### Sequential cells grouped by signal name

Other sequential cells in the stronger grey, the rest of the logic in the fainter grey.
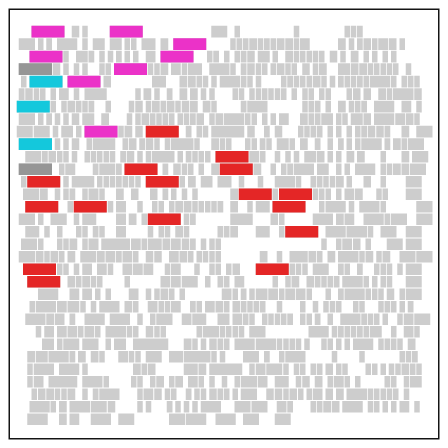
### Clock wires, drivers and flops

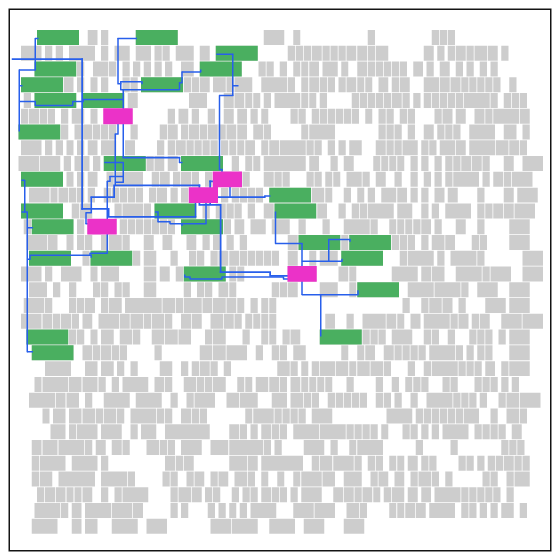
## src/rtl/adsr_envelope.sv

```systemverilog
// Per-voice ADSR envelope generator: gate edges move the stage immediately,
// level steps by power-of-two amounts on a prescaled tick and saturates to 16 bits.
module adsr_envelope #(
    parameter int unsigned PRESCALE = 256
) (
    input  logic        clk,
    input  logic        rst,
    input  logic        gate,
    input  logic [3:0]  attack_rate,
    input  logic [3:0]  decay_rate,
    input  logic [3:0]  sustain_lvl,
    input  logic [3:0]  release_rate,
    output logic [15:0] level,
    output logic [3:0]  vol,
    output logic [2:0]  state,
    output logic        busy
);

    localparam int unsigned CW = (PRESCALE > 1) ? $clog2(PRESCALE) : 1;
    localparam logic [CW-1:0] CNT_MAX = CW'(PRESCALE - 1);

    typedef enum logic [2:0] {
        S_IDLE    = 3'd0,
        S_ATTACK  = 3'd1,
        S_DECAY   = 3'd2,
        S_SUSTAIN = 3'd3,
        S_RELEASE = 3'd4
    } state_e;

    logic [CW-1:0] cnt_q, cnt_d;
    logic          gate_prev_q, gate_prev_d;
    state_e        state_q, state_d;
    logic [15:0]   level_q, level_d;
    logic          busy_q, busy_d;

    logic          tick_s, rise_s, fall_s;
    logic [15:0]   target_s;
    logic [3:0]    down_rate_s;
    logic [16:0]   sum_s;
    logic [17:0]   diff_s;

    // Prescaler and gate edge detection.
    always_comb begin
        tick_s      = (cnt_q == CNT_MAX);
        if (tick_s) begin
            cnt_d = {CW{1'b0}};
        end else begin
            cnt_d = cnt_q + CW'(1'b1);
        end
        gate_prev_d = gate;
        rise_s      = gate & ~gate_prev_q;
        fall_s      = ~gate & gate_prev_q;
    end

    // Envelope arithmetic and stage transitions; gate events override the tick.
    always_comb begin
        target_s    = {4{sustain_lvl}};
        down_rate_s = (state_q == S_RELEASE) ? release_rate : decay_rate;
        sum_s       = {1'b0, level_q} + (17'd1 << attack_rate);
        // Bit 17 set means the subtraction went below zero.
        diff_s      = {2'b00, level_q} - (18'd1 << down_rate_s);
        state_d     = state_q;
        level_d     = level_q;

        if (rise_s) begin
            state_d = S_ATTACK;
        end else if (fall_s && (state_q == S_ATTACK || state_q == S_DECAY ||
                                state_q == S_SUSTAIN)) begin
            state_d = S_RELEASE;
        end else if (tick_s) begin
            case (state_q)
                S_ATTACK: begin
                    if (sum_s >= 17'h0FFFF) begin
                        level_d = 16'hFFFF;
                        state_d = S_DECAY;
                    end else begin
                        level_d = sum_s[15:0];
                    end
                end
                S_DECAY: begin
                    if (diff_s[17] || (diff_s[16:0] <= {1'b0, target_s})) begin
                        level_d = target_s;
                        state_d = S_SUSTAIN;
                    end else begin
                        level_d = diff_s[15:0];
                    end
                end
                S_SUSTAIN: begin
                    level_d = target_s;
                end
                S_RELEASE: begin
                    if (diff_s[17] || (diff_s[16:0] == 17'd0)) begin
                        level_d = 16'h0000;
                        state_d = S_IDLE;
                    end else begin
                        level_d = diff_s[15:0];
                    end
                end
                S_IDLE: begin
                    level_d = 16'h0000;
                end
                default: begin
                    level_d = 16'h0000;
                    state_d = S_IDLE;
                end
            endcase
        end else begin
            state_d = state_q;
        end

        busy_d = (state_d != S_IDLE);
    end

    // State registers with synchronous reset.
    always_ff @(posedge clk) begin
        if (rst) begin
            cnt_q       <= {CW{1'b0}};
            gate_prev_q <= 1'b0;
            state_q     <= S_IDLE;
            level_q     <= 16'h0000;
            busy_q      <= 1'b0;
        end else begin
            cnt_q       <= cnt_d;
            gate_prev_q <= gate_prev_d;
            state_q     <= state_d;
            level_q     <= level_d;
            busy_q      <= busy_d;
        end
    end

    assign level = level_q;
    assign vol   = level_q[15:12];
    assign state = state_q;
    assign busy  = busy_q;

endmodule

```

## config.mk

```make
export PLATFORM = sky130hd
export DESIGN_NAME = adsr_envelope
export DESIGN_NICKNAME = d
export VERILOG_FILES = /design/src/rtl/adsr_envelope.sv
export SDC_FILE = /design/constraint.sdc
export NUM_CORES = 1
export LEC_CHECK = 0
export ABC_AREA = 1
export CORE_UTILIZATION = 60
export CTS_BUF_LIST = sky130_fd_sc_hd__clkbuf_2 sky130_fd_sc_hd__clkbuf_4 sky130_fd_sc_hd__clkbuf_8
export DETAILED_ROUTE_END_ITERATION = 16
export PLACE_DENSITY = 0.8
export SYNTH_ARGS = -nofsm -noshare
export SYNTH_HDL_FRONTEND = slang
export SYNTH_SLANG_ARGS = --single-unit
export TNS_END_PERCENT = 20
```

## constraint.sdc

```tcl
create_clock -name clk -period 11.55 [get_ports clk]
set_clock_uncertainty 0.05 [all_clocks]
set_input_delay 2.31 -clock clk [delete_from_list [all_inputs] [get_ports clk]]
set_output_delay 2.31 -clock clk [all_outputs]
set_load 0.05 [all_outputs]
```

==> flow_metrics.tcl <==
# collected from the flow reports
set metrics [dict create \
    final.period_utilization 0.618 \
    detailedPlacementHpwl_um 12900 \
    status "complete, no violations" \
    nets 1009 \
    syn-cell-area_mm2 0.00498 \
    ioPinCount 43 \
    share_clk_of_total_power 0.262 \
    setup_total_negative_slack_ps 0 \
    p_seq_frac 0.294 \
    chip_area_mm2 0.00867 \
    placement.cell_area_mm2 0.00542 \
    p_seq_uw 103 \
    grt_max_degree 34 \
    grt_antenna_before_repair 0 \
    fin_area_mm2 0.00552 \
    drcViolationCount 0 \
    layout.cells.most_common "sky130_fd_sc_hd__nand2_1" \
    post_cts_clock_slew_at_the_launch_and_capture_registers_of_the_worst_setup_and_hold_paths_ps 70 \
    postSynthNetCount 979 \
    signal_buffer_area_fraction 0.0775 \
    async_reset_ff_frac 0 \
    grt_pass1_vias 5717 \
    vdd.ir_drop.worst_mv 0.0680 \
    ys_chip_area_mm2 0.00498 \
    stdcell_count 1042 \
    synth.cellmix.compoundShare 0.0681 \
    cp.required_ps 11630 \
    clock_net_power_uw 91.9 \
    cts_tree "done" \
    numCtsBuffers 5 \
    clock_buffers 6 \
    vias_per_cell 5.82 \
    log.warning_count 27 \
    grt_setup_unrepaired "false" \
    path_max_fanout 17 \
]
-- 'Sequential cells grouped by signal name' (at the start) --
| name in the netlist | colour | sequential cells |
|---|---|---|
| state | cyan | 3 |
| level | red | 16 |
| cnt_q | magenta | 8 |
not coloured: 2

-- 'Clock wires, drivers and flops' (at the start) --
[flip-flops] green | count: 29
[clock drivers] magenta | count: 5
[clock wires] blue | length: 451 µm
routed clock nets: 6

